<file path="config.mk">
export PLATFORM = sky130hd
export DESIGN_NAME = imem_boot_loader_flat
export DESIGN_NICKNAME = d
export VERILOG_FILES = /design/src/rtl/imem_boot_loader_pkg.sv /design/src/rtl/imem_boot_loader_if.sv /design/src/rtl/imem_boot_loader_packer.sv /design/src/rtl/imem_boot_loader.sv /design/src/flat_wrapper.sv
export SDC_FILE = /design/constraint.sdc
export NUM_CORES = 1
export LEC_CHECK = 0
export CORE_MARGIN = 4
export CORE_UTILIZATION = 60
export CTS_BUF_LIST = sky130_fd_sc_hd__clkbuf_8
export DETAILED_ROUTE_END_ITERATION = 6
export HOLD_SLACK_MARGIN = 0.12
export PLACE_DENSITY = 0.84
export SETUP_SLACK_MARGIN = 0.4
export SLEW_MARGIN = 30
export SYNTH_ARGS = -nofsm -noshare
export SYNTH_HDL_FRONTEND = slang
export SYNTH_HIERARCHICAL = 1
export SYNTH_SLANG_ARGS = --single-unit
</file>
<file path="constraint.sdc">
create_clock -name clk -period 8.3 [get_ports clk]
set_clock_uncertainty 0.15 [all_clocks]
set_input_delay 2.49 -clock clk [delete_from_list [all_inputs] [get_ports clk]]
set_output_delay 2.49 -clock clk [all_outputs]
set_load 0.02 [all_outputs]
</file>
<file path="src/rtl/imem_boot_loader_pkg.sv">
// Shared types and constants for the instruction-memory boot loader.
// Optional feature macro used by this codebase: BOOT_LOADER_CHECKSUM_EN.
package boot_pkg;

  typedef enum logic [2:0] {
    HDR_LO,
    HDR_HI,
    DATA,
    CHK,
    HOLD,
    RUN,
    ERROR
  } state_t;

  localparam int HDR_BYTES      = 2;
  localparam int BYTES_PER_WORD = 4;
  localparam logic [1:0] LAST_LANE = 2'(BYTES_PER_WORD - 1);

endpackage

</file>
<file path="src/rtl/imem_boot_loader_if.sv">
// Byte-stream input and instruction-memory write port of the boot loader.
// The loader is the slave; the byte source / memory side is the master.
interface imem_boot_loader_if #(
    parameter int ADDR_W = 8
);
    logic [7:0]        rx_data;
    logic              rx_valid;
    logic              rx_ready;
    logic              imem_we;
    logic [ADDR_W-1:0] imem_addr;
    logic [31:0]       imem_wdata;

    modport master (
        output rx_data, rx_valid,
        input  rx_ready, imem_we, imem_addr, imem_wdata
    );

    modport slave (
        input  rx_data, rx_valid,
        output rx_ready, imem_we, imem_addr, imem_wdata
    );
endinterface

</file>
<file path="src/rtl/imem_boot_loader_packer.sv">
// Little-endian byte-to-word packer: collects four bytes into lanes and
// presents the finished word with a one-cycle word_valid pulse.
module byte_to_word_packer
    import boot_pkg::*;
(
    input  logic        clk,
    input  logic        reset,
    input  logic [7:0]  byte_in,
    input  logic        byte_valid,
    output logic        last_lane,
    output logic        word_valid,
    output logic [31:0] word
);

    logic [1:0]  idx;
    logic [23:0] lanes;

    assign last_lane = (idx == LAST_LANE);

    // NOTE: sequential state is assigned with <= so every flop samples the
    // pre-edge values regardless of statement order.
    always_ff @(posedge clk) begin
        if (reset) begin
            idx        <= '0;
            lanes      <= '0;
            word       <= '0;
            word_valid <= 1'b0;
        end else begin
            word_valid <= 1'b0;
            if (byte_valid) begin
                idx <= idx + 1'b1;
                if (last_lane) begin
                    word       <= {byte_in, lanes};
                    word_valid <= 1'b1;
                end else begin
                    case (idx)
                        2'd0:    lanes[7:0]   <= byte_in;
                        2'd1:    lanes[15:8]  <= byte_in;
                        default: lanes[23:16] <= byte_in;
                    endcase
                end
            end
        end
    end

endmodule

</file>
<file path="src/rtl/imem_boot_loader.sv">
// Boot loader: receives a counted little-endian image, writes it to IMEM from
// word 0, then releases cpu_reset after a guard interval. Macro: BOOT_LOADER_CHECKSUM_EN.
module imem_boot_loader
    import boot_pkg::*;
#(
    parameter int IMEM_DEPTH = 256,
    parameter int ADDR_W     = $clog2(IMEM_DEPTH),
    parameter int RESET_HOLD = 4
) (
    input  logic                clk,
    input  logic                reset,
    imem_boot_loader_if.slave   bus,
    output logic                cpu_reset,
    output logic                load_done,
    output logic                load_error
);

    localparam int HOLD_W = $clog2(RESET_HOLD + 1);

`ifdef BOOT_LOADER_CHECKSUM_EN
    localparam state_t AFTER_LOAD = CHK;
`else
    localparam state_t AFTER_LOAD = HOLD;
`endif

    state_t            state, next_state;
    logic [7:0]        count_lo;
    logic [15:0]       count;
    logic [15:0]       hdr_count;
    logic [ADDR_W:0]   word_cnt;
    logic [HOLD_W-1:0] hold_cnt;
    logic              accept;
    logic              pack_valid;
    logic              pack_last;
    logic              word_done;
    logic              last_word;
`ifdef BOOT_LOADER_CHECKSUM_EN
    logic [7:0]        csum;
`endif

    // Gated by reset so no byte is offered as consumed while reset is held.
    assign bus.rx_ready = !reset &&
        (state == HDR_LO || state == HDR_HI || state == DATA || state == CHK);
    assign accept     = bus.rx_valid && bus.rx_ready;
    assign hdr_count  = {bus.rx_data, count_lo};
    assign pack_valid = accept && (state == DATA);
    assign word_done  = pack_valid && pack_last;
    assign last_word  = (16'(word_cnt) + 16'd1) == count;

    assign cpu_reset  = (state != RUN);
    assign load_done  = (state == RUN);
    assign load_error = (state == ERROR);

    byte_to_word_packer u_packer (
        .clk        (clk),
        .reset      (reset),
        .byte_in    (bus.rx_data),
        .byte_valid (pack_valid),
        .last_lane  (pack_last),
        .word_valid (bus.imem_we),
        .word       (bus.imem_wdata)
    );

    // NOTE: next_state takes a default before the case so no path leaves it
    // unassigned, which would infer a latch.
    always_comb begin
        next_state = state;
        case (state)
            HDR_LO: if (accept) next_state = HDR_HI;
            HDR_HI: begin
                if (accept) begin
                    if (hdr_count == 16'd0)                    next_state = AFTER_LOAD;
                    else if (hdr_count > 16'(IMEM_DEPTH))      next_state = ERROR;
                    else                                       next_state = DATA;
                end
            end
            // Leave on the last byte; the final write lands in the next state.
            DATA: if (word_done && last_word) next_state = AFTER_LOAD;
`ifdef BOOT_LOADER_CHECKSUM_EN
            CHK: if (accept) next_state = (bus.rx_data == csum) ? HOLD : ERROR;
`endif
            HOLD:    if (hold_cnt == '0) next_state = RUN;
            RUN:     next_state = RUN;
            ERROR:   next_state = ERROR;
            default: next_state = ERROR;
        endcase
    end

    always_ff @(posedge clk) begin
        if (reset) begin
            state         <= HDR_LO;
            count_lo      <= '0;
            count         <= '0;
            word_cnt      <= '0;
            hold_cnt      <= HOLD_W'(RESET_HOLD);
            bus.imem_addr <= '0;
        end else begin
            state <= next_state;
            if (state == HDR_LO && accept) count_lo <= bus.rx_data;
            if (state == HDR_HI && accept) count    <= hdr_count;
            // Address is captured with the word so it holds between writes.
            if (word_done)   bus.imem_addr <= word_cnt[ADDR_W-1:0];
            if (bus.imem_we) word_cnt      <= word_cnt + 1'b1;
            if (state == HOLD && hold_cnt != '0) hold_cnt <= hold_cnt - 1'b1;
        end
    end

`ifdef BOOT_LOADER_CHECKSUM_EN
    always_ff @(posedge clk) begin
        if (reset)                        csum <= '0;
        else if (accept && state != CHK)  csum <= csum ^ bus.rx_data;
    end
`endif

endmodule

</file>
<file path="src/flat_wrapper.sv">
// flat-port wrapper written by rule: the top's interface ports become plain ports
module imem_boot_loader_flat import boot_pkg::*;
#(
    parameter int IMEM_DEPTH = 256,
    parameter int ADDR_W     = $clog2(IMEM_DEPTH),
    parameter int RESET_HOLD = 4
)
  (clk, reset, cpu_reset, load_done, load_error, bus_rx_data, bus_rx_valid, bus_rx_ready, bus_imem_we, bus_imem_addr, bus_imem_wdata);
  imem_boot_loader_if #(.ADDR_W(ADDR_W)) bus_i ();
  input  logic clk;
  input  logic reset;
  output logic cpu_reset;
  output logic load_done;
  output logic load_error;
  input wire logic [$bits(bus_i.rx_data)-1:0] bus_rx_data;
  input wire logic [$bits(bus_i.rx_valid)-1:0] bus_rx_valid;
  output wire logic [$bits(bus_i.rx_ready)-1:0] bus_rx_ready;
  output wire logic [$bits(bus_i.imem_we)-1:0] bus_imem_we;
  output wire logic [$bits(bus_i.imem_addr)-1:0] bus_imem_addr;
  output wire logic [$bits(bus_i.imem_wdata)-1:0] bus_imem_wdata;
  assign bus_i.rx_data = bus_rx_data;
  assign bus_i.rx_valid = bus_rx_valid;
  assign bus_rx_ready = bus_i.rx_ready;
  assign bus_imem_we = bus_i.imem_we;
  assign bus_imem_addr = bus_i.imem_addr;
  assign bus_imem_wdata = bus_i.imem_wdata;
  imem_boot_loader #(.IMEM_DEPTH(IMEM_DEPTH), .ADDR_W(ADDR_W), .RESET_HOLD(RESET_HOLD)) u_core (.clk(clk), .reset(reset), .bus(bus_i), .cpu_reset(cpu_reset), .load_done(load_done), .load_error(load_error));
endmodule
</file>
The clock network:
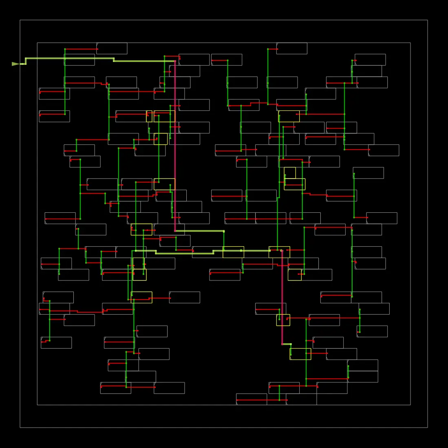
CTS Sinks: 106
clk_lat worst skew: 0.36 ns

Placed cells, one color a class:
Scale: 3 px per um.
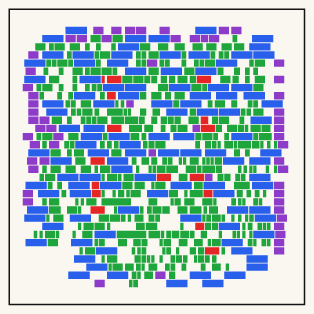
[green] all other logic | cells: 382 | share of their area: 47%
[purple] other buffers and delay cells | cells: 59 | share of their area: 11%
[blue] flip-flops | cells: 106 | share of their area: 39%
[red] clock drivers and dummy loads | cells: 16 | share of their area: 3.3%

==> flow_summary.json <==
{
  "status": "finished, final reports clean",
  "yosysWarnings": 6,
  "yosys-stat-area_um2": 4850,
  "drt_iter0_markers": 203,
  "fmax_ghz": 0.164,
  "critPathCaptureType": "output pin",
  "worst_pin_slew_ns": 0.969,
  "grt.overflow.total": 0,
  "lay_top_count": "dfxtp_1",
  "wl_per_cell_um": 16.0,
  "firstDrtPassIters": 6,
  "cts_made_buffers": 9,
  "power_density_nw_per_um2": 182,
  "leakage_nw": 1.94,
  "rows": 32,
  "whs_ns": 0.303,
  "routed_wirelength_mm": 10.6,
  "rr_worst_depth": 7,
  "dp_hpwl_mm": 7.02,
  "utilization": 0.709,
  "edf_count": 0,
  "final_cells": 665,
  "critPathCapture": "bus_rx_ready"
}
[flip-flops by register name, summed over array words and instances, names as in the netlist]
| name | count |
|---|---|
| u_core/u_packer/word | 32 |
| u_core/u_packer/lanes | 24 |
| u_core/count | 16 |
| u_core/word_cnt | 9 |
| u_core/bus.imem_addr | 8 |
| u_core/count_lo | 8 |
| u_core/hold_cnt | 3 |
| u_core/state | 3 |
| u_core/u_packer/idx | 2 |
| u_core/u_packer/word_valid | 1 |
[worst min path at each step]
stage / endpoint / start / cells past startpoint
3_3_place_gp: u_core/bus.imem_addr[4] / u_core/bus.imem_addr[4] / 2
6_report: u_core/bus.imem_addr[4] / u_core/bus.imem_addr[4] / 2
5_1_grt: u_core/bus.imem_addr[2] / u_core/bus.imem_addr[2] / 2
2_1_floorplan: u_core/hold_cnt[2] / u_core/hold_cnt[2] / 1
4_1_cts: u_core/bus.imem_addr[2] / u_core/bus.imem_addr[2] / 2
3_5_place_dp: u_core/bus.imem_addr[2] / u_core/bus.imem_addr[2] / 2
[logic make-up (layout without fill, tap and decap cells)]
family / after synthesis / after routing / synth area share
xor gates and xnor gates: 15 / 15 / 0.0309
and+or+nand+nor: 182 / 182 / 0.191
muxes: 42 / 42 / 0.0869
buffers and inverters: 58 / 89 / 0.0549
DFF: 106 / 106 / 0.437
AOI/OAI and AO/OA: 122 / 122 / 0.181
adders and majority gates: 7 / 7 / 0.0180
[worst register-to-register path, cell delays in order, from the launching register on]
cell and delay, ns:
dfxtp_1 0.42, ha_2 0.19, buf_4 0.53, and3_1 0.47, nand4_1 0.15, a2111o_1 0.40, or4_4 0.54, o211a_1 0.14
[where the power goes]
group	leakage [nW]	switching, mW	internal (mW)
clock network	0.0876	0.177	0.111
registers	0.855	0.0312	0.531
logic	0.994	0.0907	0.0661
total	1.94	0.299	0.708
[cell usage after synthesis (all sizes together), types with 2 or more instances]
master	number
a21bo	40
a21oi	59
and2	3
buf	24
clkbuf	20
dfxtp	106
ha	7
inv	14
mux2i	41
nand2	28
nand2b	26
nand3	48
nand3b	2
nand4	4
nor2	46
nor2b	3
nor3	2
nor4	4
nor4b	2
o21ai	10
or3	6
or4	3
xnor2	7
xor2	8
[routing by layer]
metal | track usage | vias up | routed length, um
met4 | 0.0745 | 0 | 108
met2 | 0.342 | 112 | 4990
li1 | - | 1884 | -
met1 | 0.307 | 1838 | 4930
met3 | 0.0357 | 8 | 585
met5 | 0 | - | 0
[final cells by class]
class	instances	area, um^2
fillers	623	2270
inverters	14	52.6
clock buffers	9	124
clock inverters	7	53.8
repair buffers	59	578
multi-input cells	368	2480
flip-flops and latches	106	2120
well taps	102	128
Power and IR drop assume default switching activity.
